**config.mk**
```make
export PLATFORM = sky130hd
export DESIGN_NAME = regfile_dump
export DESIGN_NICKNAME = d
export VERILOG_FILES = /design/src/rtl/regfile_dump_pkg.sv /design/src/rtl/regfile_dump.sv
export SDC_FILE = /design/constraint.sdc
export NUM_CORES = 1
export LEC_CHECK = 0
export CAP_MARGIN = 30
export CORE_AREA = 2 2 87 89
export DETAILED_ROUTE_END_ITERATION = 8
export DIE_AREA = 0 0 89 91
export PLACE_DENSITY_LB_ADDON = 0.15
export SYNTH_ARGS = -nofsm -noshare
export SYNTH_HDL_FRONTEND = slang
export SYNTH_SLANG_ARGS = --single-unit
```
**constraint.sdc**
```tcl
create_clock -name clk -period 1.9 [get_ports clk]
set_input_delay 0.285 -clock clk [delete_from_list [all_inputs] [get_ports clk]]
set_output_delay 0.285 -clock clk [all_outputs]
set_load 0.03 [all_outputs]
```
**src/rtl/regfile_dump_pkg.sv**
```systemverilog
// Shared types and constants for the register-file dump engine.
// Optional checksum beat is enabled by defining REGFILE_DUMP_CHECKSUM_EN.
package regfile_dump_pkg;

    typedef enum logic [1:0] {
        ST_IDLE = 2'd0,
        ST_LOAD = 2'd1,
        ST_SEND = 2'd2
`ifdef REGFILE_DUMP_CHECKSUM_EN
        , ST_CSUM = 2'd3
`endif
    } dump_state_t;

    function automatic int unsigned words_of(input int unsigned bank_width);
        return 32'd1 << bank_width;
    endfunction

    // Beats per dump: one per register, plus the trailing checksum beat when enabled.
    function automatic int unsigned beat_count(input int unsigned bank_width);
`ifdef REGFILE_DUMP_CHECKSUM_EN
        return words_of(bank_width) + 32'd1;
`else
        return words_of(bank_width);
`endif
    endfunction

endpackage

```
**src/rtl/regfile_dump.sv**
```systemverilog
// Walks every register through the debug read port and streams one beat per register.
// Define REGFILE_DUMP_CHECKSUM_EN to append an XOR checksum beat after the last register.
module regfile_dump
    import regfile_dump_pkg::*;
#(
    parameter int BANK_WIDTH = 5,
    parameter int WIDTH      = 64
) (
    input  logic                  clk,
    input  logic                  reset,
    input  logic                  start,
    output logic [BANK_WIDTH-1:0] ra_db,
    input  logic [WIDTH-1:0]      rd_db,
    output logic [WIDTH-1:0]      out_data,
    output logic [BANK_WIDTH-1:0] out_idx,
    output logic                  out_valid,
    input  logic                  out_ready,
    output logic                  out_last,
    output logic                  busy,
    output logic                  done,
    output dump_state_t           dbg_state
);

    localparam logic [BANK_WIDTH-1:0] LAST_IDX = BANK_WIDTH'(words_of(BANK_WIDTH) - 1);

    dump_state_t           r_state;
    logic [BANK_WIDTH-1:0] r_idx;
    logic [WIDTH-1:0]      r_out_data;
    logic [BANK_WIDTH-1:0] r_out_idx;
    logic                  r_done;
`ifdef REGFILE_DUMP_CHECKSUM_EN
    logic [WIDTH-1:0]      r_csum;
`endif

    // Handshake: a beat transfers on a rising edge where out_valid and out_ready
    // are both high; out_data/out_idx/out_last stay frozen while out_valid waits.
    assign ra_db     = r_idx;
    assign out_data  = r_out_data;
    assign out_idx   = r_out_idx;
    assign done      = r_done;
    assign busy      = (r_state != ST_IDLE);
    assign dbg_state = r_state;

    always_comb begin
        out_valid = 1'b0;
        out_last  = 1'b0;
        case (r_state)
            ST_SEND: begin
                out_valid = 1'b1;
`ifndef REGFILE_DUMP_CHECKSUM_EN
                out_last  = (r_idx == LAST_IDX);
`endif
            end
`ifdef REGFILE_DUMP_CHECKSUM_EN
            ST_CSUM: begin
                out_valid = 1'b1;
                out_last  = 1'b1;
            end
`endif
            default: begin
                out_valid = 1'b0;
                out_last  = 1'b0;
            end
        endcase
    end

    always_ff @(posedge clk) begin
        if (reset) begin
            r_state    <= ST_IDLE;
            r_idx      <= '0;
            r_out_data <= '0;
            r_out_idx  <= '0;
            r_done     <= 1'b0;
`ifdef REGFILE_DUMP_CHECKSUM_EN
            r_csum     <= '0;
`endif
        end else begin
            r_done <= 1'b0;
            case (r_state)
                ST_IDLE: begin
                    if (start) begin
                        r_idx   <= '0;
`ifdef REGFILE_DUMP_CHECKSUM_EN
                        r_csum  <= '0;
`endif
                        r_state <= ST_LOAD;
                    end
                end
                ST_LOAD: begin
                    // rd_db is combinational from ra_db, so this edge snapshots r_idx's register.
                    r_out_data <= rd_db;
                    r_out_idx  <= r_idx;
`ifdef REGFILE_DUMP_CHECKSUM_EN
                    r_csum     <= r_csum ^ rd_db;
`endif
                    r_state    <= ST_SEND;
                end
                ST_SEND: begin
                    if (out_ready) begin
                        if (r_idx == LAST_IDX) begin
`ifdef REGFILE_DUMP_CHECKSUM_EN
                            r_out_data <= r_csum;
                            r_out_idx  <= '0;
                            r_state    <= ST_CSUM;
`else
                            r_done     <= 1'b1;
                            r_state    <= ST_IDLE;
`endif
                        end else begin
                            r_idx   <= r_idx + 1'b1;
                            r_state <= ST_LOAD;
                        end
                    end
                end
`ifdef REGFILE_DUMP_CHECKSUM_EN
                ST_CSUM: begin
                    if (out_ready) begin
                        r_done  <= 1'b1;
                        r_state <= ST_IDLE;
                    end
                end
`endif
                default: r_state <= ST_IDLE;
            endcase
        end
    end

endmodule

```
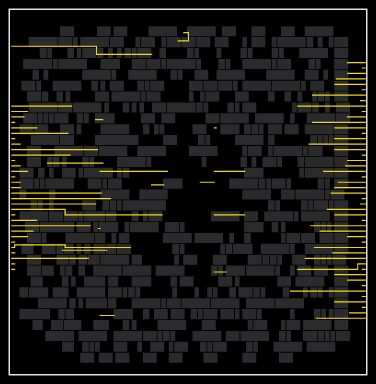
(images/met3.png)
Drawn at 4 px/um.
84 nets have wire on it. The longest straight run is 24.6 um. The wires run mostly horizontal. The layer carries 718 um of wire.
Total Wirelength: 7618 um
met3 usage: 0.06909
vias: 2729

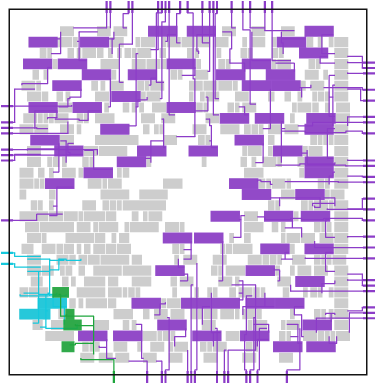
(images/port_nets.png)
Drawn at 4 px/um.
Key: cyan = dbg_state [direction output, edge west, end cells 2, buffers 2, wire 117 um]; green = out_ready [direction input, edge south, end cells 4, buffers 1, wire 47.1 um]; purple = out_data [direction output, edge 24 east, 19 north, 13 south, 8 west, end cells 64, buffers 64, wire 1530 um]
port bufs: 147
Ports: 148

==> metrics.cfg <==
[cts]
cts_tree = yes
htree_levels = 3
cts_root_buf = clkbuf_8
postCtsResizedCells = 5
hold_buffers = 0
postCtsSetupBuffers = 0
cts.sinks = 77
cts-buffers-inserted = 9
clk_pin_slew_ns = 0.07

[floorplanning]
fp-row-count = 31
die_w_um = 89
die_y_um = 91
core_area_mm2 = 0.007137
die_area_mm2 = 0.008099

[yosys]
most_common_cell = nand2_1
top_cells_by_count = nand2_1, dfxtp_1, a21oi_1
syn-num-nets = 410
ys_ff = 77
top_cell_area_share = 0.5608
synthSimpleGateAreaFrac = 0.2344
synthTopCellsByArea = dfxtp_1, nand2_1, a21oi_1, buf_2, ha_1
avgSynthCellArea_um2 = 8.085
synth_chip_area_mm2 = 0.002749
yosys.area_share.adder = 0.009103
yosysUniqueCellTypes = 24
mux_area_frac = 0
logic_family = simple AND/OR/NAND/NOR gates
xor_area_frac = 0
syn-instance-count = 340
aoi_share = 0.1493
synth-edff-count = 0
yosysCellCount = 340
synthArstFlopShare = 0
top_area_cell = dfxtp_1
postSynthSeqShare = 0.5608
synth_warnings = 0
syn_area_mm2 = 0.002749

[power_and_ir_drop]
powerDensity_mw_per_mm2 = 841.8
p_leak_uw = 0.001615
ir_worst_vdd_mv = 0.4500

[hold_path]
worstHoldStart = reset
hold_path_class = in2reg
hold_depth = 2
holdPathEnd = out_idx[2]$_SDFFE_PP0N_

[routing]
drt-pass1-iter-count = 6
ant_nets = 0
wl_per_cell_um = 13.04
remaining_drc_errors = 0
dr.first_iter.drc_count = 92
viasPerCell = 4.673

[placement]
placed_area_mm2 = 0.004284
dp.final_hpwl_um = 5274
gp_congestion = 0.7945
dpl.cell_count = 568
pre_cts_slack_ns = 0.08699

[outcome]
outcome = finished, final reports clean

[worst_setup_path]
crit_end = out_last
cp-end-kind = output pin
r2r-end = ra_db[3]$_SDFFE_PP0P_
rr_startpoint = ra_db[1]$_SDFFE_PP0P_
cp_max_fo = 6
cp.arrival_ns = 1.53
critPathRequiredTime_ns = 1.62
worst_setup_path_start_kind = register
crit_path_start = ra_db[1]$_SDFFE_PP0P_

[final_timing]
setup_tns_ns = 0
max_freq_mhz = 550.9
max_slew_margin = 0.7072
final_hold_viol_count = 0
worst_pin_slew_ns = 0.4392
finalSetupViolCount = 0
rsz0062_at_grt = no
fin_crit_ns = 1.815
finalWorstSetupSlack_ns = 0.08482

[finish]
fin_area_mm2 = 0.004523
comb_area_mm2 = 0.001097
n_antenna_cell = 0
flop_area_mm2 = 0.001546
fillers = 656
final_nets = 550
layout.cells.non_filler = 584
layout-drive-gt1-share = 0.07216
syn_to_final_growth_pct = 64.54

[global_routing]
grt_usage = 0.1883
grt_pass1_wl_um = 12030
antenna_found_initial = 0
grt_pass1_vias = 2503

[flow_run]
tool_warnings = 26
maxCapViolCount = 0

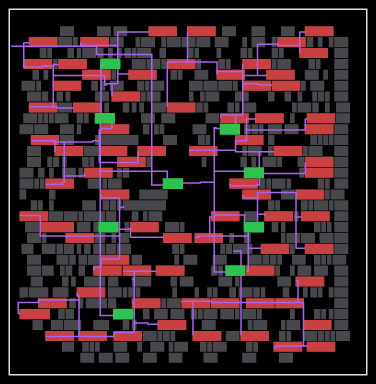
(images/clock_map.png)
Drawn at 4 px/um.
Key: green = cells driving clock nets [count 9]; red = flip-flops [count 77]; purple = clock wires [length 907 um]
There are 10 routed clock nets.
Final Skew: 0.006709 ns
Clock Power Share: 0.361
Clock net power: 1380 uW
Worst-Skew Late Latency: 0.34 ns

==> flip-flops by register name, summed over array words and instances (netlist names) <==
register,flops
out_idx,5
dbg_state,2
ra_db,5
done,1
out_data,64
==> report_power, final <==
| part | internal [uW] | total, uW | leakage (uW) | switching [uW] |
|---|---|---|---|---|
| logic | 324 | 699 | 0.000871 | 375 |
| registers | 1690 | 1730 | 0.000628 | 41.7 |
| clock network | 808 | 1380 | 0.000116 | 567 |
| total | 2820 | 3810 | 0.00161 | 984 |
==> worst max-delay path, cell delays in order (launching register included) <==
cell and delay, ns:
dfxtp_4 0.38, ha_2 0.20, and3_1 0.16, ha_2 0.19
and2_4 0.15, buf_6 0.12
==> area by class of cell <==
cell class                      count  area share
Clock buffer                       12     0.03430
Clock inverter                      4     0.01549
Multi-Input combinational cell    238      0.2426
Sequential cell                    77      0.3419
Tap cell                           99     0.02739
Timing Repair Buffer              154      0.3383
==> layout by cell type, fill, tap and decap left out, types with 2 or more instances in the layout <==
master           count
clkdlybuf4s50_1    143
nand2_1            142
dfxtp_1             75
a21oi_1             74
clkbuf_8            11
buf_4                6
nand3_1              3
nand2b_1             2
ha_2                 2
bufinv_16            2
clkinv_2             2
dlygate4sd2_1        2
==> per-layer routing <==
| metal | vias up | global-route usage | wire [um] |
|---|---|---|---|
| li1 | 1379 | - | - |
| met1 | 1241 | 0.2419 | 3269 |
| met2 | 98 | 0.2867 | 3513 |
| met3 | 11 | 0.06909 | 717 |
| met4 | 0 | 0.07090 | 117 |
| met5 | - | 0 | 0 |
==> per-stage QoR <==
stage / power (uW) / hold slack [ns]
4_1_cts: 3858 / 0.2101
3_5_place_dp: 2478 / 0.4457
3_3_place_gp: 2471 / 0.4409
5_1_grt: 3986 / 0.2169
2_1_floorplan: 2132 / 0.4210
6_report: 3808 / 0.2229
No activity file was given, so power comes from the tool's default toggle rates.
